**Run 1: layout detail**

Region (5, 55) to (45, 95) um. Cells in grey, sequential cells in the stronger grey; small squares are vias.
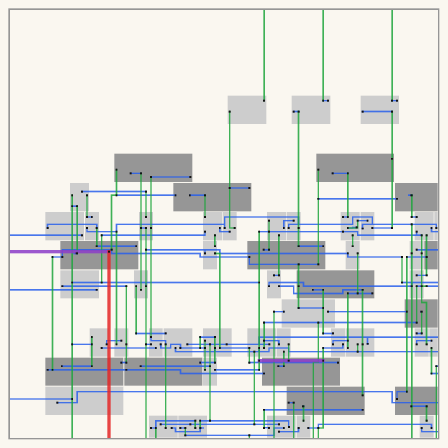
**Run 1: nets reached from selected ports**

Scale bar: 20 um.
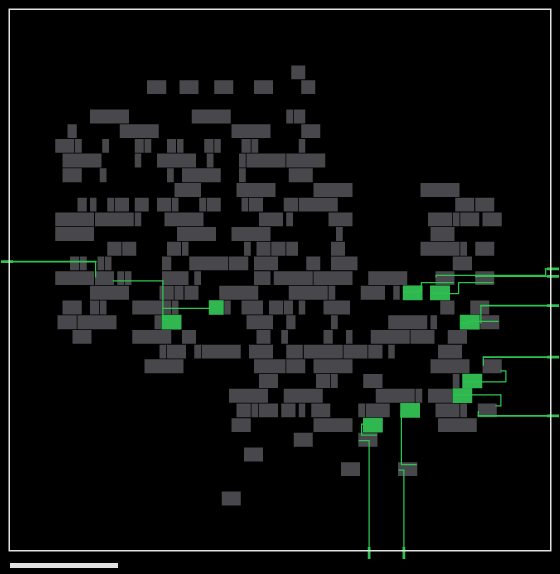
**Run 1: sequential cells coloured by netlist name**

Scale bar: 20 um. Other sequential cells in the stronger grey, the rest of the logic in the fainter grey.
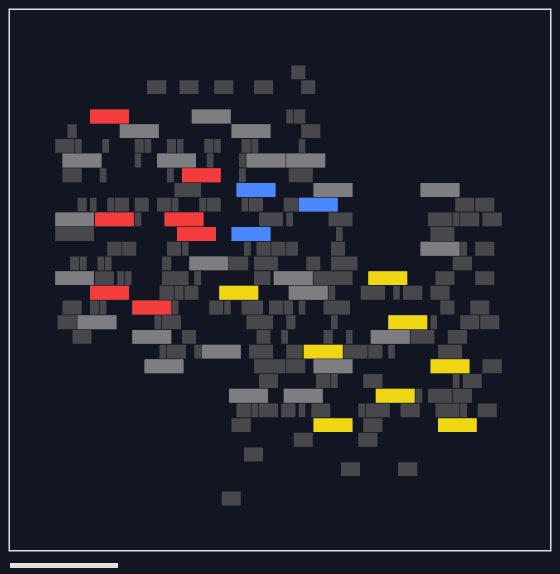
$ cat src/rtl/serial_sub_pkg.sv
// Shared definitions for the bit-serial subtractor: FSM state encoding and
// the bit-counter width helper.
package serial_sub_pkg;

  typedef enum logic [1:0] {
    IDLE  = 2'b00,
    SHIFT = 2'b01,
    DONE  = 2'b10
  } state_t;

  // Width of a counter that must hold values 0..width-1.
  function automatic int cnt_width(input int width);
    return (width < 2) ? 1 : $clog2(width);
  endfunction

endpackage

$ cat src/rtl/full_subtractor.sv
// Combinational 1-bit full-subtractor cell: diff = a - b - bin, bout = borrow out.
module full_subtractor (
  input  logic a,
  input  logic b,
  input  logic bin,
  output logic diff,
  output logic bout
);

  assign diff = a ^ b ^ bin;
  // Borrow whenever at least two of (~a, b, bin) are set.
  assign bout = (~a & b) | (~a & bin) | (b & bin);

endmodule

$ cat src/rtl/serial_subtractor_ctrl.sv
// Bit-serial a - b - bin: one full-subtractor cell stepped LSB-first, one bit
// per clock, behind a start/ready/done handshake.
module serial_subtractor_ctrl
  import serial_sub_pkg::*;
#(
  parameter int WIDTH = 8
) (
  input  logic             clk,
  input  logic             rst,
  input  logic             start,
  input  logic [WIDTH-1:0] a,
  input  logic [WIDTH-1:0] b,
  input  logic             bin,
  output logic             ready,
  output logic             busy,
  output logic             done,
  output logic [WIDTH-1:0] diff,
  output logic             bout,
  output logic             ovf
);

  localparam int            CW   = cnt_width(WIDTH);
  localparam logic [CW-1:0] LAST = CW'(WIDTH - 1);

  state_t           r_state;
  state_t           w_state_next;

  logic [WIDTH-1:0] r_a_sh;
  logic [WIDTH-1:0] r_b_sh;
  logic [WIDTH-2:0] r_diff_sh;
  logic             r_borrow;
  logic [CW-1:0]    r_cnt;
  logic             r_a_msb;
  logic             r_b_msb;
  logic [WIDTH-1:0] r_diff;
  logic             r_bout;
  logic             r_ovf;

  logic             w_cell_diff;
  logic             w_cell_bout;
  logic             w_last;
  logic [WIDTH-1:0] w_diff_final;

  full_subtractor u_cell (
    .a    (r_a_sh[0]),
    .b    (r_b_sh[0]),
    .bin  (r_borrow),
    .diff (w_cell_diff),
    .bout (w_cell_bout)
  );

  assign w_last       = (r_cnt == LAST);
  // The bit produced on the final step is the MSB of the result.
  assign w_diff_final = {w_cell_diff, r_diff_sh};

  always_ff @(posedge clk) begin
    if (rst) begin
      r_state <= IDLE;
    end else begin
      r_state <= w_state_next;
    end
  end

  always_comb begin
    w_state_next = r_state;
    ready        = 1'b0;
    busy         = 1'b0;
    done         = 1'b0;
    case (r_state)
      IDLE: begin
        ready = 1'b1;
        if (start) begin
          w_state_next = SHIFT;
        end
      end
      SHIFT: begin
        busy = 1'b1;
        if (w_last) begin
          w_state_next = DONE;
        end
      end
      DONE: begin
        done         = 1'b1;
        w_state_next = IDLE;
      end
      default: begin
        w_state_next = IDLE;
      end
    endcase
  end

  always_ff @(posedge clk) begin
    if (rst) begin
      r_a_sh    <= '0;
      r_b_sh    <= '0;
      r_diff_sh <= '0;
      r_borrow  <= 1'b0;
      r_cnt     <= '0;
      r_a_msb   <= 1'b0;
      r_b_msb   <= 1'b0;
      r_diff    <= '0;
      r_bout    <= 1'b0;
      r_ovf     <= 1'b0;
    end else begin
      case (r_state)
        IDLE: begin
          if (start) begin
            r_a_sh    <= a;
            r_b_sh    <= b;
            r_borrow  <= bin;
            r_a_msb   <= a[WIDTH-1];
            r_b_msb   <= b[WIDTH-1];
            r_diff_sh <= '0;
            r_cnt     <= '0;
          end
        end
        SHIFT: begin
          r_a_sh    <= {1'b0, r_a_sh[WIDTH-1:1]};
          r_b_sh    <= {1'b0, r_b_sh[WIDTH-1:1]};
          r_diff_sh <= w_diff_final[WIDTH-1:1];
          r_borrow  <= w_cell_bout;
          r_cnt     <= r_cnt + CW'(1);
          if (w_last) begin
            r_diff <= w_diff_final;
            r_bout <= w_cell_bout;
            // Signed overflow: operand signs differ and result sign differs from a.
            r_ovf  <= (r_a_msb != r_b_msb) && (w_cell_diff != r_a_msb);
          end
        end
        default: begin
        end
      endcase
    end
  end

  assign diff = r_diff;
  assign bout = r_bout;
  assign ovf  = r_ovf;

endmodule
$ cat config.mk
export PLATFORM = sky130hd
export DESIGN_NAME = serial_subtractor_ctrl
export DESIGN_NICKNAME = d
export VERILOG_FILES = /design/src/rtl/serial_sub_pkg.sv /design/src/rtl/full_subtractor.sv /design/src/rtl/serial_subtractor_ctrl.sv
export SDC_FILE = /design/constraint.sdc
export NUM_CORES = 1
export LEC_CHECK = 0
export CAP_MARGIN = 20
export CORE_MARGIN = 8
export CORE_UTILIZATION = 25
export CTS_BUF_LIST = sky130_fd_sc_hd__clkbuf_2 sky130_fd_sc_hd__clkbuf_4 sky130_fd_sc_hd__clkbuf_8
export DETAILED_ROUTE_END_ITERATION = 10
export HOLD_SLACK_MARGIN = 0.15
export PLACE_DENSITY = 0.53
export SLEW_MARGIN = 25
export SYNTH_ARGS = -nofsm -noshare
export SYNTH_HDL_FRONTEND = slang
export SYNTH_SLANG_ARGS = --single-unit
$ cat constraint.sdc
create_clock -name clk -period 2.7 [get_ports clk]
set_clock_uncertainty 0.1 [all_clocks]
set_input_delay 0.675 -clock clk [delete_from_list [all_inputs] [get_ports clk]]
set_output_delay 0.675 -clock clk [all_outputs]
set_load 0.05 [all_outputs]
==> results_dict.tcl, run 1 <==
# flow metrics
set metrics [dict create \
    status "completed" \
    clkCellAreaFrac_pct 3.92 \
    slew_headroom_pct 41.1 \
    dr.pass1.iters 4 \
    r2r_slack_ps 930 \
    ant_nets 0 \
    ys_cells 178 \
    n_antenna_cell 0 \
    p_leak_nw 0.794 \
    p_int_mw 0.892 \
    die_area_um2 9990 \
    largest_class "flip-flops and latches" \
    path_clk_slew_ps 80 \
    synth_nets 201 \
    drive_above_1_share_pct 14.1 \
    cts_tree "done" \
    period_used_pct 82.5 \
    slew_viol_final 0 \
    cts.repair.resized 0 \
    comb_area_share_pct 37.0 \
    yosysTopAreaCell "dfxtp_1" \
    dpl-instance-area_um2 2120 \
    crit_end "ovf" \
    grt_overflow 0 \
    design.seq.count 41 \
    hold_depth 2 \
    cts_made_buffers 5 \
    synth_area_per_cell_um2 9.90 \
    critPathTopFamily "buffers and inverters" \
    worst_setup_path_end_kind "output pin" \
    wl_per_cell_um 12.7 \
    drc 0 \
    final_cells 302 \
    place_inst 294 \
    taps 96 \
    ys_ff 41 \
    worst-path-buf-inv 1 \
    cp_max_fo 2 \
    cts.sinks 41 \
    buffers_excl_clock 35 \
    grt_pass1_wl_um 6470 \
    whs_ps 359 \
    floorplan.core_util_pct 25.9 \
    tns_ps 0 \
    num_vias 1289 \
    final_area_um2 2200 \
    rsz0062_at_grt "false" \
    routed.top_layer "met4" \
    worstSetupPathType "flop to output pin" \
    synth_seq_share_pct 46.6 \
    gr-usage-all-layers_pct 8.06 \
    clk_latency_ps 290 \
    area_leaders "dfxtp_1 (47%), mux2i_1 (9.7%), a211oi_2 (7.8%), nor2_1 (7.0%), a22oi_1 (4.7%)" \
    synthTopLogicFamily "AND-OR/OR-AND gates" \
    p_seq_share_pct 53.6 \
    max_freq_mhz 449 \
    root_buffer "clkbuf_8" \
    tightest_slew_ps 882 \
    ctsHoldBuffers 0 \
    peakVddDrop_v 0.000308 \
    netlist_area_um2 1760 \
    p_clk_share_pct 32.2 \
    hold_path_end "diff[0]" \
    p_total_mw 1.21 \
    slowest_delay_ps 830 \
    top_cell_area_share_pct 46.6 \
    maxCapViolations 0 \
    met3_length_um 215 \
    die_w_um 99.9 \
    hold_path.class "flop to flop" \
    warnings 26 \
    antenna_found_initial 0 \
    dp_hpwl_um 2630 \
    worstPathRequired_ps 1920 \
    ff2ff_path_depth 4 \
    grtUsageMet1_pct 9.75 \
    use_met2_pct 12.9 \
    inverters 3 \
    power_frac_comb_pct 14.2 \
    drtIter0Drc 75 \
    seqCellArea_um2 821 \
    simple_gate_share_pct 14.4 \
    fin_ws_ps 474 \
    final.min_clock_period_ps 2230 \
    htree_num_levels 2 \
    gp_congestion 0.734 \
    p_sw_share_pct 26.1 \
    cts_buffer_depth 2 \
    yosys_warnings 0 \
    adder_share_pct 2.56 \
    first_global_vias 1362 \
    fillers 710 \
    bufAreaShareNonClock_pct 15.8 \
    finalHoldViolCount 0 \
    syn_inst 178 \
    startpoint "ovf" \
    die_h_um 99.9 \
    viasPerCell 4.27 \
    rr_endpoint "r_a_sh[7]" \
    powerDensity_nw_per_um2 548 \
    worst-path-stages 1 \
    dpl_worst_slack_ps 335 \
    synthXorXnorAreaFrac_pct 0 \
    layout_top_cell "dfxtp_1" \
    aoi_share_pct 19.7 \
    drt_wl_total_um 3840 \
    n_clock_buffer 5 \
    cts_setup_buffers 0 \
    start_kind "flop" \
    crit_slowest_cell "clkdlybuf4s50_1" \
    wl_met1_um 1860 \
    logic_area_um2 816 \
    grt_util_met3_pct 2.77 \
    min_from "r_diff_sh[0]" \
    layout.nets 228 \
    area_growth_pct 25.0 \
    ys_area_um2 1760 \
    num_rows 30 \
    busiest_layer "met2" \
    floorplan.core_area_um2 6790 \
    grt_max_degree 42 \
    dr_wl_met2_um 1730 \
    setup_viol 0 \
    comb_cells 119 \
    layout_top_cells "dfxtp_1 (41), nor2_1 (33), clkdlybuf4s50_1 (29)" \
    rr_startpoint "r_state[0]" \
    synth.area.mux_share_pct 9.66 \
    path_cells "clkdlybuf4s50_1" \
    ys_types 26 \
    p_sw_mw 0.315 \
    arrival_ps 1450 \
]
Back to the opening pictures, 'layout detail':
| colour | layer |
|---|---|
| purple | metal 3 |
| green | metal 2 |
| red | metal 4 |
| blue | metal 1 |
most frequent: dfxtp_1 (12), nand2_1 (11), nor2_1 (8)
netlist names of flops here include: `diff` (6), `r_diff_sh` (5)
sequential cells in the window: 12
cells with their middle in the window: 51

Back to the opening pictures, 'nets reached from selected ports':
| colour | port | direction | end cells | buffers | wire |
|---|---|---|---|---|---|
| green | `b` | input | 9 | 8 | 233 um |
Port Buffers: 32
Top-Level Pins: 33

Back to the opening pictures, 'sequential cells coloured by netlist name':
| colour | name in the netlist | placed flops |
|---|---|---|
| red | `r_diff_sh` | 7 |
| yellow | `r_b_sh` | 8 |
| blue | `r_cnt` | 3 |
Seq power: 0.647 mW
Core Util, Final: 32.4%
sequential portion of the cell area: 37.3%

## run 1: synthesized netlist by cell type
master,count
a211oi_1,7
a211oi_2,11
a21oi_1,10
a22oi_1,11
and3b_1,1
buf_1,2
buf_12,1
buf_2,3
buf_4,2
buf_6,4
clkbuf_1,3
dfxtp_1,41
fa_1,1
ha_1,2
inv_1,3
mux2i_1,17
nand2_1,17
nand3b_1,1
nand3b_2,1
nor2_1,33
nor2b_1,2
nor3_1,1
nor3b_2,1
o21ba_4,1
o21bai_1,1
or3b_2,1
## run 1: power by group through the flow
stage | clock network [mW] | logic (mW) | registers (mW)
global placement | 0 | 0.173 | 0.661
global route | 0.437 | 0.189 | 0.652
CTS | 0.408 | 0.175 | 0.647
finish | 0.389 | 0.171 | 0.647
floorplan | 0 | 0.128 | 0.658
detailed placement | 0 | 0.174 | 0.661
--- run 2 (diff from run 1) ---
==> constraint.sdc (replaced) <==
create_clock -name clk -period 2.1 [get_ports clk]
set_clock_uncertainty 0.1 [all_clocks]
set_input_delay 0.525 -clock clk [delete_from_list [all_inputs] [get_ports clk]]
set_output_delay 0.525 -clock clk [all_outputs]
set_load 0.05 [all_outputs]
==> run 2 against run 1 <==
Die size unchanged. Worst hold slack gained 1.4 ps. Sequential cell count unchanged. Clock-buffer cell count up 1. Sequential power grew 29%. Global-route usage about the same.
==> results_dict.tcl, run 2 <==
# flow metrics
set metrics [dict create \
    use_met2_pct 12.9 \
    slew_headroom_pct 41.8 \
    floorplan.core_area_um2 6790 \
    p_sw_mw 0.415 \
    drt_wl_total_um 3870 \
    dp_hpwl_um 2650 \
    n_antenna_cell 0 \
    ys_cells 178 \
    drive_above_1_share_pct 19.7 \
    gr-usage-all-layers_pct 8.03 \
    dpl-instance-area_um2 2140 \
    layout_top_cell "dfxtp_1" \
    worstSetupPathType "flop to output pin" \
    drtIter0Drc 60 \
    power_frac_comb_pct 13.6 \
    crit_end "busy" \
    ff2ff_path_depth 4 \
    ys_area_um2 1760 \
    synth_seq_share_pct 46.6 \
    p_int_mw 1.30 \
    syn_inst 178 \
    period_used_pct 93.6 \
    layout.nets 230 \
    max_freq_mhz 509 \
    cts_tree "done" \
    yosysMostFrequentCell "dfxtp_1" \
    cts_setup_buffers 0 \
    place_inst 296 \
    p_seq_share_pct 48.6 \
    p_leak_nw 0.853 \
    critPathTopFamily "flip-flops" \
    area_leaders "dfxtp_1 (47%), mux2i_1 (9.7%), a211oi_2 (7.8%), nor2_1 (7.0%), a22oi_1 (4.7%)" \
    met3_length_um 261 \
    peakVddDrop_v 0.000358 \
    cp_max_fo 10 \
    grt_pass1_wl_um 6440 \
    p_sw_share_pct 24.2 \
    area_growth_pct 28.2 \
    netlist_area_um2 1760 \
    startpoint "r_state[1]" \
    busiest_layer "met2" \
    slowest_delay_ps 410 \
    htree_num_levels 2 \
    worstPathRequired_ps 1470 \
    drc 0 \
    yosysTopAreaCell "dfxtp_1" \
    p_total_mw 1.72 \
    dpl_worst_slack_ps -159 \
    ys_types 26 \
    synth_nets 201 \
    num_io_pins 33 \
    grt_max_degree 42 \
    finish.utilization_pct 33.2 \
    power-top-group "registers" \
    edf_count 0 \
    cts.repair.resized 0 \
    cts_made_buffers 5 \
    start_kind "flop" \
    num_rows 30 \
    worst-path-buf-inv 2 \
    num_vias 1313 \
    top_cell_area_share_pct 46.6 \
    arrival_ps 1340 \
    floorplan.core_util_pct 25.9 \
    ctsHoldBuffers 0 \
    path_clk_slew_ps 80 \
    fin_ws_ps 135 \
    viasPerCell 4.32 \
    hold_path_end "diff[6]" \
    whs_ps 361 \
    cts_buffer_depth 2 \
    worst-path-stages 3 \
    top_cells_by_count "dfxtp_1 (41), nor2_1 (33), mux2i_1 (17), nand2_1 (17)" \
    status "completed" \
    grt_overflow 0 \
    crit_slowest_cell "dfxtp_1" \
    tightest_slew_ps 871 \
    root_buffer "clkbuf_8" \
    synth-main-ff-cell "dfxtp_1" \
    r2r_slack_ps 400 \
    wl_per_cell_um 12.7 \
    ys_ff 41 \
    grt_util_met3_pct 2.84 \
    port_buffers 32 \
    first_global_vias 1328 \
    warnings 26 \
    rr_endpoint "r_a_sh[7]" \
    yosys_warnings 0 \
    routed.top_layer "met4" \
    gp_congestion 0.718 \
    path_cells "nor2b_1 > buf_4 > buf_12" \
    p_clk_share_pct 37.8 \
    layout_top_cells "dfxtp_1 (41), nor2_1 (33), clkdlybuf4s50_1 (19)" \
    die_h_um 99.9 \
    powerDensity_nw_per_um2 759 \
    setup_viol 0 \
    maxCapViolations 0 \
    grtUsageMet1_pct 9.74 \
    final_area_um2 2260 \
    wl_met1_um 1870 \
    die_area_um2 9990 \
    powerComb_mw 0.234 \
    hold_depth 2 \
    rr_startpoint "r_state[0]" \
    final.min_clock_period_ps 1970 \
    rsz0062_at_grt "false" \
    antenna_found_initial 0 \
    async_reset_ff_share_pct 0 \
    synth_area_per_cell_um2 9.90 \
    finalHoldViolCount 0 \
    tns_ps 0 \
    worst_setup_path_end_kind "output pin" \
    dr_wl_met2_um 1720 \
    final_cells 304 \
    ant_nets 0 \
    min_from "diff[6]" \
    dr.pass1.iters 4 \
    slew_viol_final 0 \
    hold_path.class "flop to flop" \
    die_w_um 99.9 \
]
==> run 2: cell families (layout without fill, tap and decap cells) <==
family | after synthesis | in the layout | share of synthesized area, %
multiplexers | 17 | 17 | 9.66
flip-flops | 41 | 41 | 46.6
buffers and inverters | 18 | 48 | 7.10
adder cells (fa/ha/maj) | 3 | 3 | 2.56
AND/OR/NAND/NOR | 58 | 58 | 14.4
AND-OR/OR-AND | 41 | 41 | 19.7
==> run 2: final cells by class <==
| class | count | area (um^2) |
|---|---|---|
| fill | 731 | 4540 |
| sequential | 41 | 821 |
| multi-input combinational | 119 | 816 |
| timing repair buffer | 37 | 375 |
| tap | 96 | 120 |
| clock buffer | 6 | 76.3 |
| clock inverter | 2 | 38.8 |
| inverter | 3 | 11.3 |
**Run 2: clock wiring as the flow saved it**

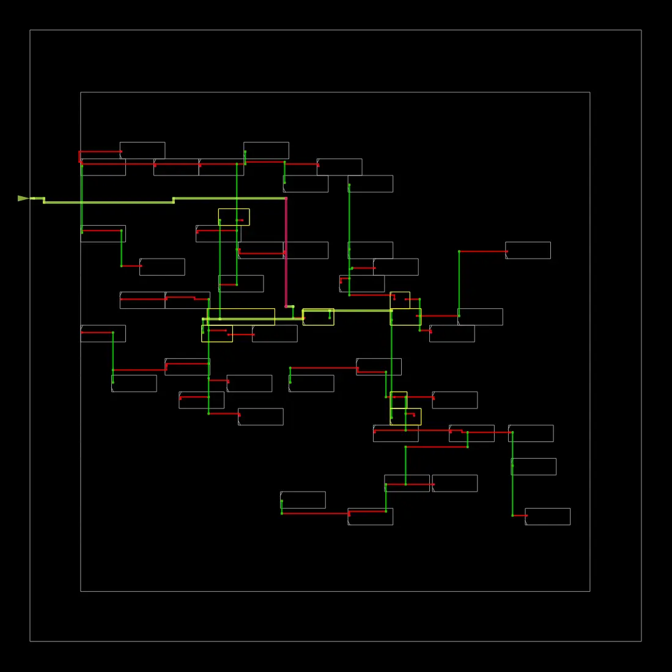
Clock Latency Late Sink: 290 ps
num sequential: 41
clk sink count: 41
# clk buffers: 6
P_clk: 0.648 mW

**Run 2: nets reached from selected ports**

Scale bar: 20 um.
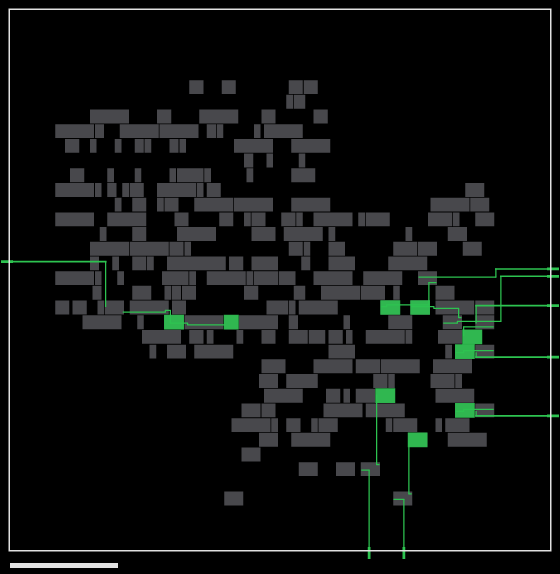
| colour | port | direction | end cells | buffers | wire |
|---|---|---|---|---|---|
| green | `b` | input | 9 | 8 | 244 um |

**Run 2: sequential cells coloured by netlist name**

Scale bar: 20 um. Other sequential cells in the stronger grey, the rest of the logic in the fainter grey.
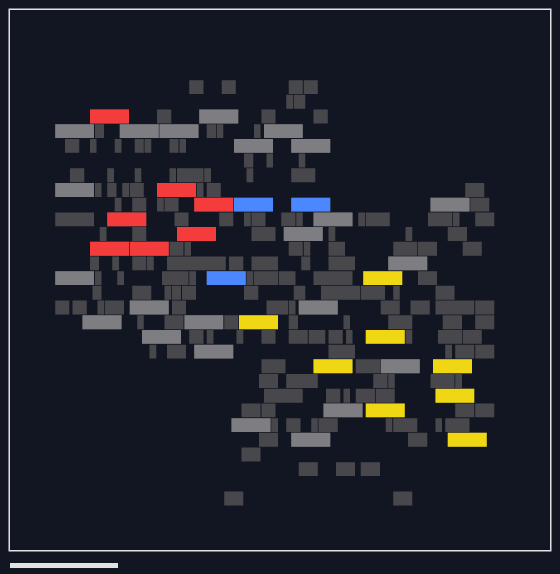
| colour | name in the netlist | placed flops |
|---|---|---|
| yellow | `r_b_sh` | 8 |
| blue | `r_cnt` | 3 |
| red | `r_diff_sh` | 7 |
Seq power: 0.833 mW
storage element area: 821 um^2

--- run 3 (diff from run 2) ---
--- a/config.mk
+++ b/config.mk
@@ -6,12 +6,14 @@
 export NUM_CORES = 1
 export LEC_CHECK = 0
 export CAP_MARGIN = 20
+export CELL_PAD_IN_SITES_DETAIL_PLACEMENT = 0
+export CELL_PAD_IN_SITES_GLOBAL_PLACEMENT = 1
 export CORE_MARGIN = 8
 export CORE_UTILIZATION = 25
 export CTS_BUF_LIST = sky130_fd_sc_hd__clkbuf_2 sky130_fd_sc_hd__clkbuf_4 sky130_fd_sc_hd__clkbuf_8
 export DETAILED_ROUTE_END_ITERATION = 10
 export HOLD_SLACK_MARGIN = 0.15
-export PLACE_DENSITY = 0.53
+export PLACE_DENSITY = 0.63
 export SLEW_MARGIN = 25
 export SYNTH_ARGS = -nofsm -noshare
 export SYNTH_HDL_FRONTEND = slang
==> run 3 against run 2 <==
Largest power group unchanged. Worst setup slack improved by 35 ps. Synthesized cell count unchanged. Total power increased by 0.60%. Critical endpoint unchanged. Largest cell class unchanged. Sequential power about the same. Non-clock buffer count unchanged. Cell area decreased by 0.33%.
==> results_dict.tcl, run 3 <==
# flow metrics
set metrics [dict create \
    htree_num_levels 2 \
    slew_headroom_pct 43.7 \
    ant_nets 0 \
    finish.utilization_pct 33.1 \
    ctsHoldBuffers 0 \
    fillers 703 \
    dr_wl_met2_um 1710 \
    floorplan.core_area_um2 6790 \
    viasPerCell 4.31 \
    ys_types 26 \
    top_cell_area_share_pct 46.6 \
    die_area_um2 9990 \
    warnings 26 \
    worst_setup_path_end_kind "output pin" \
    finalHoldViolCount 0 \
    simple_gate_share_pct 14.4 \
    port_buffers 32 \
    grtUsageMet1_pct 10.4 \
    area_growth_pct 27.8 \
    layout_top_cells "dfxtp_1 (41), nor2_1 (33), clkdlybuf4s50_1 (19)" \
    wl_per_cell_um 12.8 \
    period_used_pct 91.9 \
    drive_above_1_share_pct 19.7 \
    routed.top_layer "met4" \
    cts_made_buffers 5 \
    cts_setup_buffers 0 \
    clk_latency_ps 290 \
    floorplan.core_util_pct 25.9 \
    yosys_warnings 0 \
    area_leaders "dfxtp_1 (47%), mux2i_1 (9.7%), a211oi_2 (7.8%), nor2_1 (7.0%), a22oi_1 (4.7%)" \
    seqCellArea_um2 821 \
    first_global_vias 1357 \
    rr_startpoint "r_cnt[0]" \
    n_clock_buffer 7 \
    synth.area.mux_share_pct 9.66 \
    top_cells_by_count "dfxtp_1 (41), nor2_1 (33), mux2i_1 (17), nand2_1 (17)" \
    drc 0 \
    worstPathRequired_ps 1470 \
    slew_viol_final 0 \
    arrival_ps 1310 \
    ys_ff 41 \
    powerDensity_nw_per_um2 767 \
    whs_ps 361 \
    tightest_slew_ps 843 \
    ys_cells 178 \
    place_inst 296 \
    start_kind "flop" \
    synthXorXnorAreaFrac_pct 0 \
    synth_seq_share_pct 46.6 \
    taps 96 \
    rsz0062_at_grt "false" \
    status "completed" \
    tns_ps 0 \
    min_from "diff[4]" \
    wl_met1_um 1920 \
    cts.sinks 41 \
    antenna_found_initial 0 \
    num_io_pins 33 \
    synth_area_per_cell_um2 9.90 \
    inverters 3 \
    gp_congestion 0.693 \
    met3_length_um 233 \
    largest_class "flip-flops and latches" \
    root_buffer "clkbuf_8" \
    path_clk_slew_ps 80 \
    die_h_um 99.9 \
    syn_inst 178 \
    setup_viol 0 \
    buffers_excl_clock 37 \
    aoi_share_pct 19.7 \
    maxCapViolations 0 \
    seq_area_share_pct 36.5 \
    synth-main-ff-cell "dfxtp_1" \
    layout_top_cell "dfxtp_1" \
    p_total_mw 1.73 \
    grt_pass1_wl_um 6590 \
    async_reset_ff_share_pct 0 \
    n_antenna_cell 0 \
    dr.pass1.iters 4 \
    clkCellAreaFrac_pct 5.34 \
    yosysMostFrequentCell "dfxtp_1" \
    num_rows 30 \
    comb_cells 119 \
    final_cells 304 \
    die_w_um 99.9 \
    layout.nets 230 \
    final.min_clock_period_ps 1930 \
    synthTopLogicFamily "AND-OR/OR-AND gates" \
    worstSetupPathType "flop to output pin" \
    grt_util_met3_pct 3.04 \
    dpl_worst_slack_ps -89.8 \
    final_area_um2 2250 \
    netlist_area_um2 1760 \
    peakVddDrop_v 0.000448 \
    synth_nets 201 \
    ys_area_um2 1760 \
    fin_ws_ps 170 \
    yosysTopAreaCell "dfxtp_1" \
    cts_buffer_depth 2 \
    grt_overflow 0 \
    gr-usage-all-layers_pct 8.20 \
    hold_path.class "flop to flop" \
    cts_tree "done" \
    grt_max_degree 42 \
    startpoint "r_state[0]" \
    dpl-instance-area_um2 2130 \
    comb_area_share_pct 36.2 \
    cts.repair.resized 0 \
    max_freq_mhz 518 \
    drtIter0Drc 49 \
    dp_hpwl_um 2720 \
    logic_area_um2 816 \
    cp_max_fo 6 \
    p_leak_nw 0.852 \
    adder_share_pct 2.56 \
    use_met2_pct 12.6 \
    edf_count 0 \
    bufAreaShareNonClock_pct 16.1 \
    busiest_layer "met2" \
    design.seq.count 41 \
]
==> run 3: cell counts after synthesis <==
No cell type changed its count.
==> run 3: cells by family (layout without fill, tap and decap cells) <==
kind of cell    after synthesis  in the layout
simple gates                 58             58
compound gates               41             41
flops                        41             41
buf+inv                      18             48
mux                          17             17
fa+ha+maj                     3              3
==> run 3: worst paths after layout <==
kind | to | slack [ps] | cells after the start
max | busy | 170 | 2
min | diff[4] | 360 | 2
max reg2reg | bout | 470 | 5
min reg2reg | diff[4] | 360 | 2
==> run 3: worst max-delay path, cell delays in order (launching register included) <==
cell     delay [ps]
dfxtp_1         470
nor2b_1         370
buf_12          190
==> run 3: where the power goes <==
part	switching, mW	total [mW]	internal, mW
clock	0.263	0.663	0.401
sequential	0.0213	0.835	0.813
combinational	0.114	0.228	0.113
total	0.398	1.73	1.33
**Run 3: layout detail**

Region (5, 55) to (45, 95) um. Cells in grey, sequential cells in the stronger grey; small squares are vias.
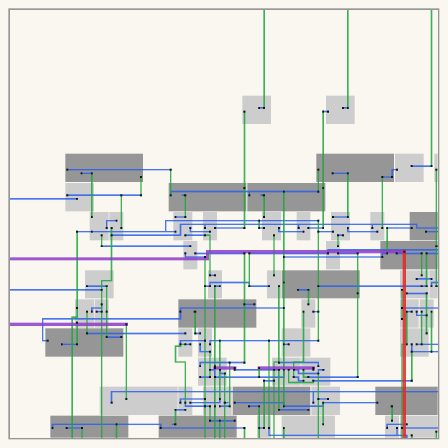
| colour | layer |
|---|---|
| green | metal 2 |
| red | metal 4 |
| purple | metal 3 |
| blue | metal 1 |
netlist names of flops here include: `diff` (6), `r_diff_sh` (4)
sequential cells in the window: 12
cells with their middle in the window: 51
most frequent: dfxtp_1 (12), nand2_1 (10), nor2_1 (7)

**Run 3: nets reached from selected ports**

Scale bar: 20 um.
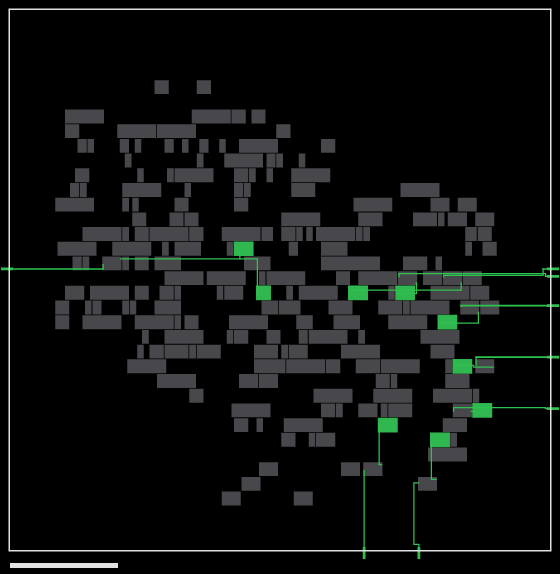
| colour | port | direction | end cells | buffers | wire |
|---|---|---|---|---|---|
| green | `b` | input | 9 | 8 | 240 um |

**Run 3: wiring by layer**

Two of the layers only.
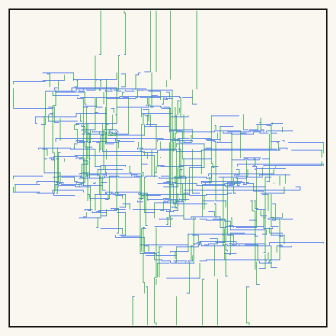
| colour | layer | wire length |
|---|---|---|
| green | metal 2 | 1710 um |
| blue | metal 1 | 1920 um |
drt total wl: 3880 um
Vias: 1310

No activity file was given, so power comes from the tool's default toggle rates.
